--- src/rtl/pcie_trans_pkg.sv ---
// rtl/pcie_trans_pkg.sv - FSM state encoding, clog2 and routing-field offset helpers
package pcie_trans_pkg;

  typedef enum logic [2:0] {
    RESET  = 3'd0,
    INIT   = 3'd1,
    IDLE   = 3'd2,
    ACTIVE = 3'd3,
    ERROR  = 3'd4
  } state_t;

  function automatic int clog2(input int v);
    int r;
    r = 0;
    while ((1 << r) < v) r++;
    return r;
  endfunction

  // VC field occupies the MSBs; the destination field sits directly below it
  function automatic int vc_lsb(input int data_w, input int num_vc);
    return data_w - clog2(num_vc);
  endfunction

  function automatic int dest_lsb(input int data_w, input int num_vc, input int num_dest);
    return data_w - clog2(num_vc) - clog2(num_dest);
  endfunction

endpackage

--- src/rtl/sync_fifo_fwft.sv ---
// rtl/sync_fifo_fwft.sv - first-word-fall-through FIFO with registered occupancy count
module sync_fifo_fwft
  import pcie_trans_pkg::*;
#(
  parameter int DATA_W = 6,
  parameter int DEPTH  = 4
) (
  input  logic                    clk,
  input  logic                    reset,
  input  logic                    push,
  input  logic [DATA_W-1:0]       data_in,
  input  logic                    pop,
  input  logic [clog2(DEPTH)-1:0] umbral,
  output logic [DATA_W-1:0]       data,
  output logic [clog2(DEPTH):0]   count,
  output logic                    empty,
  output logic                    full,
  output logic                    almost_full,
  output logic                    err
);

  localparam int AW = clog2(DEPTH);
  localparam logic [AW:0] DEPTH_C = (AW+1)'(DEPTH);

  logic [DATA_W-1:0] mem [DEPTH];
  logic [AW-1:0]     rd_ptr;
  logic [AW-1:0]     wr_ptr;
  logic              do_push;
  logic              do_pop;

  assign empty       = (count == '0);
  assign full        = (count == DEPTH_C);
  assign almost_full = (count >= (DEPTH_C - {1'b0, umbral}));
  assign do_push     = push && !full;
  assign do_pop      = pop && !empty;
  assign err         = (push && full) || (pop && empty);
  // Head reads as zero while empty so the output never exposes stale storage
  assign data        = empty ? '0 : mem[rd_ptr];

  always_ff @(posedge clk) begin
    if (do_push) mem[wr_ptr] <= data_in;
  end

  always_ff @(posedge clk) begin
    if (reset) begin
      rd_ptr <= '0;
      wr_ptr <= '0;
      count  <= '0;
    end else begin
      if (do_push) wr_ptr <= wr_ptr + AW'(1);
      if (do_pop)  rd_ptr <= rd_ptr + AW'(1);
      count <= count + (AW+1)'(do_push) - (AW+1)'(do_pop);
    end
  end

endmodule

--- src/rtl/pcie_trans_multi.sv ---
// rtl/pcie_trans_multi.sv - main FIFO -> VC FIFOs -> arbiter -> destination FIFOs with control FSM
// PCIE_RR_ARB_EN selects a round-robin stage-2 arbiter instead of strict lowest-index priority.
module pcie_trans_multi
  import pcie_trans_pkg::*;
#(
  parameter int DATA_W   = 6,
  parameter int NUM_VC   = 2,
  parameter int NUM_DEST = 2,
  parameter int MF_DEPTH = 4,
  parameter int VC_DEPTH = 16,
  parameter int D_DEPTH  = 4
) (
  input  logic                       clk,
  input  logic                       reset,
  input  logic                       init,
  input  logic [clog2(MF_DEPTH)-1:0] umbral_mf,
  input  logic [clog2(VC_DEPTH)-1:0] umbral_vc,
  input  logic [clog2(D_DEPTH)-1:0]  umbral_d,
  input  logic                       push,
  input  logic [DATA_W-1:0]          data_in,
  input  logic [NUM_DEST-1:0]        pop,
  output logic [NUM_DEST*DATA_W-1:0] data_out,
  output logic [NUM_DEST-1:0]        empty_out,
  output logic                       pause_out,
  output logic                       active_out,
  output logic                       idle_out,
  output logic                       error_out
);

  localparam int VB     = clog2(NUM_VC);
  localparam int DB     = clog2(NUM_DEST);
  localparam int MA     = clog2(MF_DEPTH);
  localparam int VA     = clog2(VC_DEPTH);
  localparam int DA     = clog2(D_DEPTH);
  localparam int VC_LSB = vc_lsb(DATA_W, NUM_VC);
  localparam int D_LSB  = dest_lsb(DATA_W, NUM_VC, NUM_DEST);

  state_t state, state_nxt;
  logic [MA-1:0] th_mf;
  logic [VA-1:0] th_vc;
  logic [DA-1:0] th_d;
  logic          run;
  logic          err_any;
  logic          any_busy;

  logic [DATA_W-1:0] mf_data;
  logic [MA:0]       mf_count;
  logic              mf_empty, mf_full, mf_af, mf_err, mf_pop;
  logic [VB-1:0]     mf_vc;

  logic [DATA_W-1:0] vc_data  [NUM_VC];
  logic [VA:0]       vc_count [NUM_VC];
  logic [DB-1:0]     vc_dest  [NUM_VC];
  logic [NUM_VC-1:0] vc_empty, vc_full, vc_af, vc_err, vc_push, vc_pop, elig;

  logic [DATA_W-1:0]   d_data  [NUM_DEST];
  logic [DA:0]         d_count [NUM_DEST];
  logic [NUM_DEST-1:0] d_empty, d_full, d_af, d_err, d_push;

  logic              gnt_vld;
  logic [VB-1:0]     gnt_idx;
  logic [VB-1:0]     cand;
  logic [DB-1:0]     gnt_dest;
  logic [DATA_W-1:0] gnt_data;
  logic              unused_flags;

  assign run          = (state == IDLE) || (state == ACTIVE) || (state == ERROR);
  assign unused_flags = ^{mf_full, vc_af, d_af};

  sync_fifo_fwft #(.DATA_W(DATA_W), .DEPTH(MF_DEPTH)) u_mf (
    .clk(clk), .reset(reset), .push(push), .data_in(data_in), .pop(mf_pop),
    .umbral(th_mf), .data(mf_data), .count(mf_count), .empty(mf_empty),
    .full(mf_full), .almost_full(mf_af), .err(mf_err)
  );

  assign mf_vc     = mf_data[VC_LSB +: VB];
  assign mf_pop    = run && !mf_empty && !vc_full[mf_vc];
  assign pause_out = mf_af;

  for (genvar i = 0; i < NUM_VC; i++) begin : g_vc
    assign vc_push[i] = mf_pop && (mf_vc == VB'(i));
    assign vc_pop[i]  = gnt_vld && (gnt_idx == VB'(i));
    assign vc_dest[i] = vc_data[i][D_LSB +: DB];
    assign elig[i]    = run && !vc_empty[i] && !d_full[vc_dest[i]];

    sync_fifo_fwft #(.DATA_W(DATA_W), .DEPTH(VC_DEPTH)) u_fifo (
      .clk(clk), .reset(reset), .push(vc_push[i]), .data_in(mf_data), .pop(vc_pop[i]),
      .umbral(th_vc), .data(vc_data[i]), .count(vc_count[i]), .empty(vc_empty[i]),
      .full(vc_full[i]), .almost_full(vc_af[i]), .err(vc_err[i])
    );
  end

`ifdef PCIE_RR_ARB_EN
  logic [VB-1:0] rr_ptr;

  always_ff @(posedge clk) begin
    if (reset)        rr_ptr <= '0;
    else if (gnt_vld) rr_ptr <= gnt_idx + VB'(1);
  end
`endif

  // Scan candidates in priority order; the first eligible one takes the grant
  always_comb begin
    gnt_vld = 1'b0;
    gnt_idx = '0;
    cand    = '0;
    for (int k = 0; k < NUM_VC; k++) begin
`ifdef PCIE_RR_ARB_EN
      cand = rr_ptr + VB'(k);
`else
      cand = VB'(k);
`endif
      if (!gnt_vld && elig[cand]) begin
        gnt_vld = 1'b1;
        gnt_idx = cand;
      end
    end
  end

  assign gnt_dest = vc_dest[gnt_idx];
  assign gnt_data = vc_data[gnt_idx];

  for (genvar j = 0; j < NUM_DEST; j++) begin : g_dest
    assign d_push[j] = gnt_vld && (gnt_dest == DB'(j));

    sync_fifo_fwft #(.DATA_W(DATA_W), .DEPTH(D_DEPTH)) u_fifo (
      .clk(clk), .reset(reset), .push(d_push[j]), .data_in(gnt_data), .pop(pop[j]),
      .umbral(th_d), .data(d_data[j]), .count(d_count[j]), .empty(d_empty[j]),
      .full(d_full[j]), .almost_full(d_af[j]), .err(d_err[j])
    );

    assign data_out[j*DATA_W +: DATA_W] = d_data[j];
  end

  assign empty_out = d_empty;
  assign err_any   = mf_err || (|vc_err) || (|d_err);

  always_comb begin
    any_busy = (mf_count != '0);
    for (int i = 0; i < NUM_VC; i++)   any_busy = any_busy || (vc_count[i] != '0);
    for (int j = 0; j < NUM_DEST; j++) any_busy = any_busy || (d_count[j] != '0);
  end

  always_comb begin
    state_nxt = state;
    if (err_any) begin
      state_nxt = ERROR;
    end else if (init && (state != ERROR)) begin
      state_nxt = INIT;
    end else begin
      case (state)
        RESET:   state_nxt = INIT;
        INIT:    state_nxt = IDLE;
        IDLE:    if (any_busy)  state_nxt = ACTIVE;
        ACTIVE:  if (!any_busy) state_nxt = IDLE;
        default: state_nxt = state;
      endcase
    end
  end

  always_ff @(posedge clk) begin
    if (reset) begin
      state      <= RESET;
      active_out <= 1'b0;
      idle_out   <= 1'b0;
      error_out  <= 1'b0;
      th_mf      <= '0;
      th_vc      <= '0;
      th_d       <= '0;
    end else begin
      state      <= state_nxt;
      active_out <= (state_nxt == ACTIVE);
      idle_out   <= (state_nxt == IDLE);
      error_out  <= (state_nxt == ERROR);
      if ((state == INIT) && init) begin
        th_mf <= umbral_mf;
        th_vc <= umbral_vc;
        th_d  <= umbral_d;
      end
    end
  end

endmodule

--- config.mk ---
export PLATFORM = sky130hd
export DESIGN_NAME = pcie_trans_multi
export DESIGN_NICKNAME = d
export VERILOG_FILES = /design/src/rtl/pcie_trans_pkg.sv /design/src/rtl/sync_fifo_fwft.sv /design/src/rtl/pcie_trans_multi.sv
export SDC_FILE = /design/constraint.sdc
export NUM_CORES = 1
export LEC_CHECK = 0
export CAP_MARGIN = 40
export CORE_ASPECT_RATIO = 1.4
export CORE_MARGIN = 4
export CORE_UTILIZATION = 60
export DETAILED_ROUTE_END_ITERATION = 8
export GPL_TIMING_DRIVEN = 0
export PLACE_DENSITY_LB_ADDON = 0.3
export SYNTH_ARGS = -nofsm -noshare
export SYNTH_HDL_FRONTEND = slang
export SYNTH_HIERARCHICAL = 1
export SYNTH_SLANG_ARGS = --single-unit
--- constraint.sdc ---
create_clock -name clk -period 7.4 [get_ports clk]
set_clock_uncertainty 0.05 [all_clocks]
set_input_delay 1.11 -clock clk [delete_from_list [all_inputs] [get_ports clk]]
set_output_delay 1.11 -clock clk [all_outputs]
set_load 0.005 [all_outputs]
==> impl_metrics.yaml <==
# synthesis and place-and-route metrics
critical_path:
  reg2reg_from: "g_vc[1].u_fifo/count[2]$_SDFF_PP0_"
  worst-r2r-cell-count: 17
  reg2reg_to: "g_vc[1].u_fifo/count[4]$_SDFF_PP0_"
  reg2reg_setup_slack_ns: 2.40
  cp_data_arrival_time_ns: 5.37
  worst_setup_path_endpoint: "g_vc[1].u_fifo/count[4]$_SDFF_PP0_"
final_timing:
  hold_slack_ns: 0.452
  rsz0062_at_grt: "no"
  finalSetupTns_ns: 0
  max-slew-margin-rel_pct: 36.3
  slew_at_the_pin_with_the_worst_max_slew_slack_ns: 0.948
  final-setup-viol-count: 0
global_route:
  met3_layer_usage_reported_by_global_route_pct: 2.20
finish:
  nFillCells: 1530
  n_all_inverters: 46
  nonClockBufferCount: 77
  final_cell_area_sq_um: 16100
  largest_register_ffs: 192
  largest_register: "g_vc.u_fifo/mem"
pwr:
  comb_power_share_pct: 28.3
  irDropWorstVdd_uv: 249
  power.share.switching_pct: 29.1
  power_sequential_mw: 2.51
  power.density_nw_per_um2: 363
  p_clk_mw: 1.68
floorplanning:
  n_tap_cell: 306
  fp.dieH_um: 190
placed_design:
  gp_congestion: 0.761
  placed_cells_incl_taps: 1225
cts:
  tritoncts: "done"
  cts_resized: 0
  ctsHoldBuffers: 0
synth:
  mappedNetlistArea_sq_um: 14200
  ys_warn_count: 6
worst_hold_path:
  hold_path_end: "u_mf/rd_ptr[1]$_SDFFE_PP0P_"
  timing.hold.worst.start: "u_mf/rd_ptr[1]$_SDFFE_PP0P_"
routing:
  total_drc_errors_in_the_routed_layout: 0
  dr_total_vias: 7399
outcome:
  outcome: "complete, no violations"
**Gate-type map**

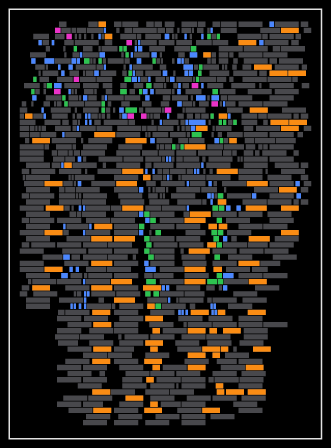
color	family	cells	most used
blue	NOR gates	131	nor2_1
magenta	AND-OR and OR-AND gates	10	a22o_1
green	inverting AOI/OAI gates	59	a211oi_1
orange	multiplexers	92	mux4_2

**The clock network**

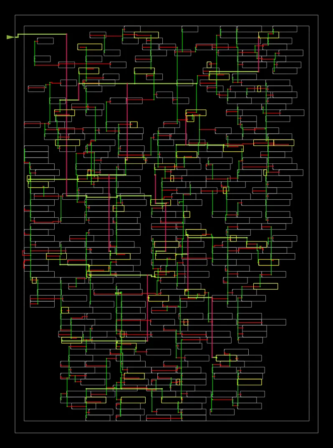
clock latency on the worst-skew pair: 0.54 ns
# clk buffers: 36

Power figures rest on the tool's default switching activity, not on a simulated workload.
